[src/rtl/instruction_memory_loadable_if.sv]
// Fetch and program-load port bundle for instruction_memory_loadable.
// master: CPU fetch stage / program loader side; slave: the memory.
interface instruction_memory_loadable_if #(
  parameter int ADDR_WIDTH = 5,
  parameter int DATA_WIDTH = 8
);
  logic [ADDR_WIDTH-1:0] address;
  logic                  fetch_en;
  logic [DATA_WIDTH-1:0] data;
  logic                  data_valid;
  logic                  load_start;
  logic                  load_valid;
  logic [DATA_WIDTH-1:0] load_data;
  logic                  load_last;
  logic                  load_ready;
  logic                  load_done;
  logic [ADDR_WIDTH:0]   load_count;
  logic                  busy;

  modport master (
    output address, fetch_en, load_start, load_valid, load_data, load_last,
    input  data, data_valid, load_ready, load_done, load_count, busy
  );

  modport slave (
    input  address, fetch_en, load_start, load_valid, load_data, load_last,
    output data, data_valid, load_ready, load_done, load_count, busy
  );
endinterface

[src/rtl/instruction_memory_loadable.sv]
// Synchronous-read instruction memory, cleared to FILL_VALUE after reset and
// loaded at run time through a valid/ready stream.
//
//   state   | meaning
//   --------+-------------------------------------------------------------
//   S_CLEAR | write FILL_VALUE to every word, one per cycle (DEPTH cycles)
//   S_RUN   | service fetches; load_start moves to S_LOAD
//   S_LOAD  | accept program words until load_last or the last index
module instruction_memory_loadable #(
  parameter int                    ADDR_WIDTH = 5,
  parameter int                    DATA_WIDTH = 8,
  parameter int                    DEPTH      = 32,
  parameter logic [DATA_WIDTH-1:0] FILL_VALUE = '0
) (
  input logic                    clk,
  input logic                    rst,
  instruction_memory_loadable_if.slave bus
);

  localparam logic [ADDR_WIDTH:0] DEPTH_W  = (ADDR_WIDTH+1)'(DEPTH);
  localparam logic [ADDR_WIDTH:0] LAST_IDX = (ADDR_WIDTH+1)'(DEPTH - 1);

  typedef enum logic [1:0] {S_CLEAR, S_RUN, S_LOAD} state_t;

  state_t                state, state_nxt;
  logic [ADDR_WIDTH:0]   ptr, ptr_nxt;
  logic                  we;
  logic [DATA_WIDTH-1:0] wdata;
  logic                  xfer;
  logic                  load_end;
  logic                  fetch_ok;
  logic                  in_range;

  logic [DATA_WIDTH-1:0] mem [0:DEPTH-1];

  always_ff @(posedge clk or posedge rst) begin
    if (rst) begin
      state <= S_CLEAR;
      ptr   <= '0;
    end else begin
      state <= state_nxt;
      ptr   <= ptr_nxt;
    end
  end

  always_comb begin
    state_nxt = state;
    ptr_nxt   = ptr;
    we        = 1'b0;
    wdata     = FILL_VALUE;
    xfer      = 1'b0;
    load_end  = 1'b0;
    case (state)
      S_CLEAR: begin
        we      = 1'b1;
        ptr_nxt = ptr + 1'b1;
        if (ptr == LAST_IDX) begin
          state_nxt = S_RUN;
          ptr_nxt   = '0;
        end
      end
      S_RUN: begin
        if (bus.load_start) begin
          state_nxt = S_LOAD;
          ptr_nxt   = '0;
        end
      end
      S_LOAD: begin
        xfer = bus.load_valid;
        if (xfer) begin
          we      = 1'b1;
          wdata   = bus.load_data;
          ptr_nxt = ptr + 1'b1;
          // Reaching the last implemented word ends the load even without load_last
          if (bus.load_last || ptr == LAST_IDX) begin
            load_end  = 1'b1;
            state_nxt = S_RUN;
          end
        end
      end
      default: state_nxt = S_CLEAR;
    endcase
  end

  // Storage array is deliberately not reset; S_CLEAR initialises it
  always_ff @(posedge clk) begin
    if (we) mem[ptr[ADDR_WIDTH-1:0]] <= wdata;
  end

  assign fetch_ok = (state == S_RUN) && bus.fetch_en;
  assign in_range = {1'b0, bus.address} < DEPTH_W;

  always_ff @(posedge clk or posedge rst) begin
    if (rst) begin
      bus.data       <= FILL_VALUE;
      bus.data_valid <= 1'b0;
      bus.load_done  <= 1'b0;
      bus.load_count <= '0;
    end else begin
      bus.data_valid <= fetch_ok;
      if (fetch_ok) bus.data <= in_range ? mem[bus.address] : FILL_VALUE;
      bus.load_done <= load_end;
      if (load_end) bus.load_count <= ptr + 1'b1;
    end
  end

  assign bus.load_ready = (state == S_LOAD);
  assign bus.busy       = (state != S_RUN);

endmodule

[src/flat_wrapper.sv]
// flat-port wrapper written by rule: the top's interface ports become plain ports
module instruction_memory_loadable_flat 
#(
  parameter int                    ADDR_WIDTH = 5,
  parameter int                    DATA_WIDTH = 8,
  parameter int                    DEPTH      = 32,
  parameter logic [DATA_WIDTH-1:0] FILL_VALUE = '0
)
  (clk, rst, bus_address, bus_fetch_en, bus_load_start, bus_load_valid, bus_load_data, bus_load_last, bus_data, bus_data_valid, bus_load_ready, bus_load_done, bus_load_count, bus_busy);
  instruction_memory_loadable_if #(.ADDR_WIDTH(ADDR_WIDTH), .DATA_WIDTH(DATA_WIDTH)) bus_i ();
  input logic clk;
  input logic rst;
  input wire logic [$bits(bus_i.address)-1:0] bus_address;
  input wire logic [$bits(bus_i.fetch_en)-1:0] bus_fetch_en;
  input wire logic [$bits(bus_i.load_start)-1:0] bus_load_start;
  input wire logic [$bits(bus_i.load_valid)-1:0] bus_load_valid;
  input wire logic [$bits(bus_i.load_data)-1:0] bus_load_data;
  input wire logic [$bits(bus_i.load_last)-1:0] bus_load_last;
  output wire logic [$bits(bus_i.data)-1:0] bus_data;
  output wire logic [$bits(bus_i.data_valid)-1:0] bus_data_valid;
  output wire logic [$bits(bus_i.load_ready)-1:0] bus_load_ready;
  output wire logic [$bits(bus_i.load_done)-1:0] bus_load_done;
  output wire logic [$bits(bus_i.load_count)-1:0] bus_load_count;
  output wire logic [$bits(bus_i.busy)-1:0] bus_busy;
  assign bus_i.address = bus_address;
  assign bus_i.fetch_en = bus_fetch_en;
  assign bus_i.load_start = bus_load_start;
  assign bus_i.load_valid = bus_load_valid;
  assign bus_i.load_data = bus_load_data;
  assign bus_i.load_last = bus_load_last;
  assign bus_data = bus_i.data;
  assign bus_data_valid = bus_i.data_valid;
  assign bus_load_ready = bus_i.load_ready;
  assign bus_load_done = bus_i.load_done;
  assign bus_load_count = bus_i.load_count;
  assign bus_busy = bus_i.busy;
  instruction_memory_loadable #(.ADDR_WIDTH(ADDR_WIDTH), .DATA_WIDTH(DATA_WIDTH), .DEPTH(DEPTH), .FILL_VALUE(FILL_VALUE)) u_core (.clk(clk), .rst(rst), .bus(bus_i));
endmodule
[config.mk]
export PLATFORM = sky130hd
export DESIGN_NAME = instruction_memory_loadable_flat
export DESIGN_NICKNAME = d
export VERILOG_FILES = /design/src/rtl/instruction_memory_loadable_if.sv /design/src/rtl/instruction_memory_loadable.sv /design/src/flat_wrapper.sv
export SDC_FILE = /design/constraint.sdc
export NUM_CORES = 1
export LEC_CHECK = 0
export CORE_AREA = 2 2 151 153
export DETAILED_ROUTE_END_ITERATION = 8
export DIE_AREA = 0 0 153 155
export PLACE_DENSITY = 0.69
export SLEW_MARGIN = 20
export SYNTH_ARGS = -nofsm -noshare
export SYNTH_HDL_FRONTEND = slang
export SYNTH_SLANG_ARGS = --single-unit
[constraint.sdc]
create_clock -name clk -period 2.9 [get_ports clk]
set_clock_uncertainty 0.15 [all_clocks]
set_input_delay 0.29 -clock clk [delete_from_list [all_inputs] [get_ports clk]]
set_output_delay 0.29 -clock clk [all_outputs]
set_load 0.02 [all_outputs]
Figure 1. Clock wiring as the flow saved it.
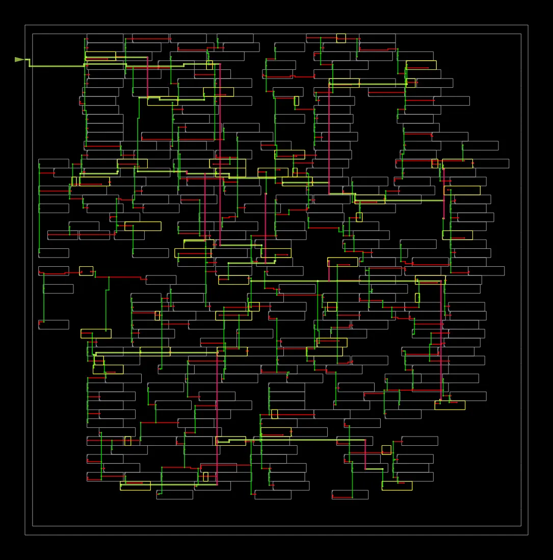
TritonCTS buffer count: 29
clkbuf count: 31
clock network power: 3.87 mW
clk ins delay skew pair: 0.54 ns

Figure 2. Met4 routing.
The bar under the picture is 50 um long.
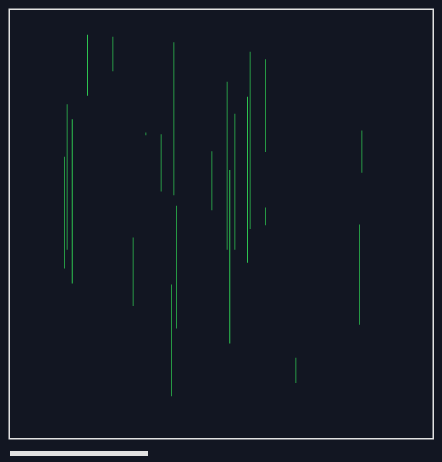
longest straight run = 63.9 um
nets with wire on the layer = 13
main direction = vertical
wire length on this layer = 787 um
share of all routed wire = 3.2%
total wire length: 24500 um
Via Count: 6126

==> run notes <==
The following summarizes the physical implementation.

Drt
The number of routed nets with antenna violations is 0.

Finish
The area of the multi-input gates is 2890 um2. The fraction of final layout cells with drive strength greater than 1 is 12.7%. Once layout is complete, the utilization of the core stands at 59.2%. In the layout the commonest cells are 256 x sky130_fd_sc_hd__edfxtp_1, 129 x sky130_fd_sc_hd__mux2i_1, 36 x sky130_fd_sc_hd__nor2_1.

The register cell area after layout is 8290 um2. The area growth from synthesis to layout is 14.9%.

Synthesis
sky130_fd_sc_hd__edfxtp_1 takes more of the synthesized area than any other cell. The cell-mix breakdown from Yosys lists the adder-cell area share as 1.09%. In this run, synthesis produced a sequential element count of 280.

The cell count in the Yosys report is 683. The proportion of synthesized area in mux cells is 11.5%. The area figure in the yosys stat output is 11500 um2. The Yosys warning count is 0.

The async set or reset register ratio after synthesis is 8.57%. By area the synthesized netlist is led by sky130_fd_sc_hd__edfxtp_1 67%, sky130_fd_sc_hd__mux2i_1 11%, sky130_fd_sc_hd__dfrtp_1 5.2%, sky130_fd_sc_hd__a22oi_1 2.1%, sky130_fd_sc_hd__a22o_1 1.4%. Summed over its instances, the top area cell type makes up 67.1% of the synthesized netlist area.

GRT
The residual overflow from global routing is 0. The number of antenna violations at the first check in global routing was 0. Entering global routing, the biggest net connects 56 pins.

Setup path
STA classifies the critical path endpoint as a flop. The type of element launching the critical path is a flop.

Job
The number of maximum-capacitance violations recorded for the run is 0.

Placed design
Setup slack on the worst path after placement came out at 0.230 ns. The congestion estimate from routability-driven global placement came to 0.832. Counting tap cells, the placed design contains a total of 987 instances. The count of port buffers added during placement is 36.

Summed over all nets, the half-perimeter wirelength after detailed placement is 15200 um.

Clock tree
The root cell of the clock tree is sky130_fd_sc_hd__clkbuf_16. The CTS tree is built. The maximum buffer depth of the clock tree is 3.

Power
Per the OpenROAD power report, leakage power amounts to 4.79 nW. The post-route total power is 10.5 mW. Total power normalized to cell area comes to 797 nW/um2.

Timing
Subtracting the final worst setup slack from the clock period gives 2.93 ns. Summed over all failing endpoints, the final setup total negative slack is -0.538 ns. The worst max-slew margin expressed relative to the limit is 17.6%. Once routing completed, OpenROAD measured the worst setup slack at -0.0279 ns. Post-route period utilization is reported as 101%.

The number of setup violations in the final report is 37. Timing would allow up to 342 MHz.

Status
The run finished, with violations left. The final reports fail on setup timing.

Floorplanning
37 I/O pins were placed.
Figure 3. Metal 1.
The bar under the picture is 50 um long. Cells faint in the background.
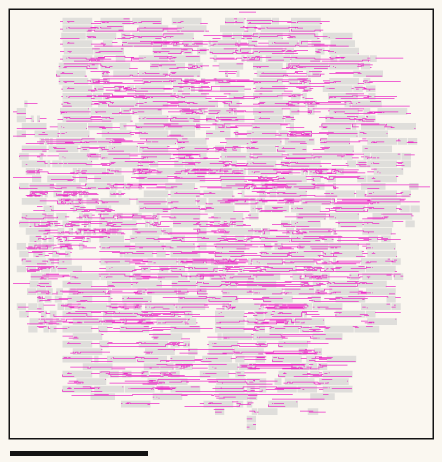
nets with wire on the layer = 719
wire length on this layer = 10200 um
main direction = horizontal

[path summary, 6_finish.rpt]
check | from | to | slack (ns)
worst max-delay path | u_core.state[0]$_DFFE_PP0P_ | u_core.mem[29][0]$_DFFE_PP_ | -0.03
worst min-delay path | u_core.bus.data[4]$_DFFE_PP0P_ | u_core.bus.data[4]$_DFFE_PP0P_ | 0.35
worst max register to register | u_core.state[0]$_DFFE_PP0P_ | u_core.mem[29][0]$_DFFE_PP_ | -0.03
worst min register to register | u_core.bus.data[4]$_DFFE_PP0P_ | u_core.bus.data[4]$_DFFE_PP0P_ | 0.35
max in group asynchronous | rst | u_core.bus.data[1]$_DFFE_PP0P_ | 1.45
min in group asynchronous | rst | u_core.bus.load_count[5]$_DFFE_PP0P_ | 0.55
[layout make-up]
cell class              count  share of cell area [%]
flip-flops and latches    280                    63.0
repair buffers             59                    4.46
inverters                   9                   0.257
clock buffers              31                    5.57
well taps                 285                    2.71
multi-input cells         355                    21.9
clock inverters            22                    2.11
[sequential cells by signal, summed over array words and instances, names as in the netlist]
signal and count:
u_core.bus.data 8, u_core.bus.data_valid 1, u_core.bus.load_count 6, u_core.bus.load_done 1, u_core.mem 256, u_core.ptr 6
u_core.state 2
[critical path: stages (launching register included)]
cell,delay (ns)
sky130_fd_sc_hd__dfrtp_1,0.43
sky130_fd_sc_hd__inv_1,0.11
sky130_fd_sc_hd__ha_1,0.22
sky130_fd_sc_hd__and2_1,0.20
sky130_fd_sc_hd__o21ai_1,0.96
sky130_fd_sc_hd__nor2_1,0.47
[metal layers]
metal	GRT usage, %	wire, um	vias up	share of wire, %
met3	3.57	1930	48	7.9
met1	29.4	10200	3042	42
li1	-	-	2792	-
met4	7.05	786	0	3.2
met2	33.3	11600	244	47
met5	0	0	-	0
[cell usage after synthesis (7+ instances only)]
cell	instances
sky130_fd_sc_hd__nor2_1	37
sky130_fd_sc_hd__mux2i_1	129
sky130_fd_sc_hd__o41ai_2	8
sky130_fd_sc_hd__buf_6	7
sky130_fd_sc_hd__a221oi_1	8
sky130_fd_sc_hd__o22ai_1	8
sky130_fd_sc_hd__a221oi_2	9
sky130_fd_sc_hd__a22oi_1	32
sky130_fd_sc_hd__a22o_1	18
sky130_fd_sc_hd__inv_1	8
sky130_fd_sc_hd__clkbuf_1	18
sky130_fd_sc_hd__dfrtp_1	24
sky130_fd_sc_hd__ha_1	10
sky130_fd_sc_hd__nand2_1	22
sky130_fd_sc_hd__o21ai_1	14
sky130_fd_sc_hd__edfxtp_1	256
sky130_fd_sc_hd__and3_1	8
sky130_fd_sc_hd__a21oi_1	16
[kinds of logic after synthesis]
kind of cell	after synthesis
xor+xnor	4
flops	280
buf+inv	48
fa+ha+maj	10
simple gates	91
compound gates	119
mux	131
[timing repair]
item                                    4_1_cts  5_1_grt
buffers inserted                              0        0
endpoints found under the setup margin        0       98
hold buffers                                  1        0
gates resized                                 0        0
hold endpoints to repair                     15        0
[report_power, final]
part           switching [mW]  internal [mW]
logic                    1.04          0.618
clock network            1.50           2.37
registers               0.181           4.78
total                    2.72           7.76
Power figures rest on the tool's default switching activity, not on a simulated workload.
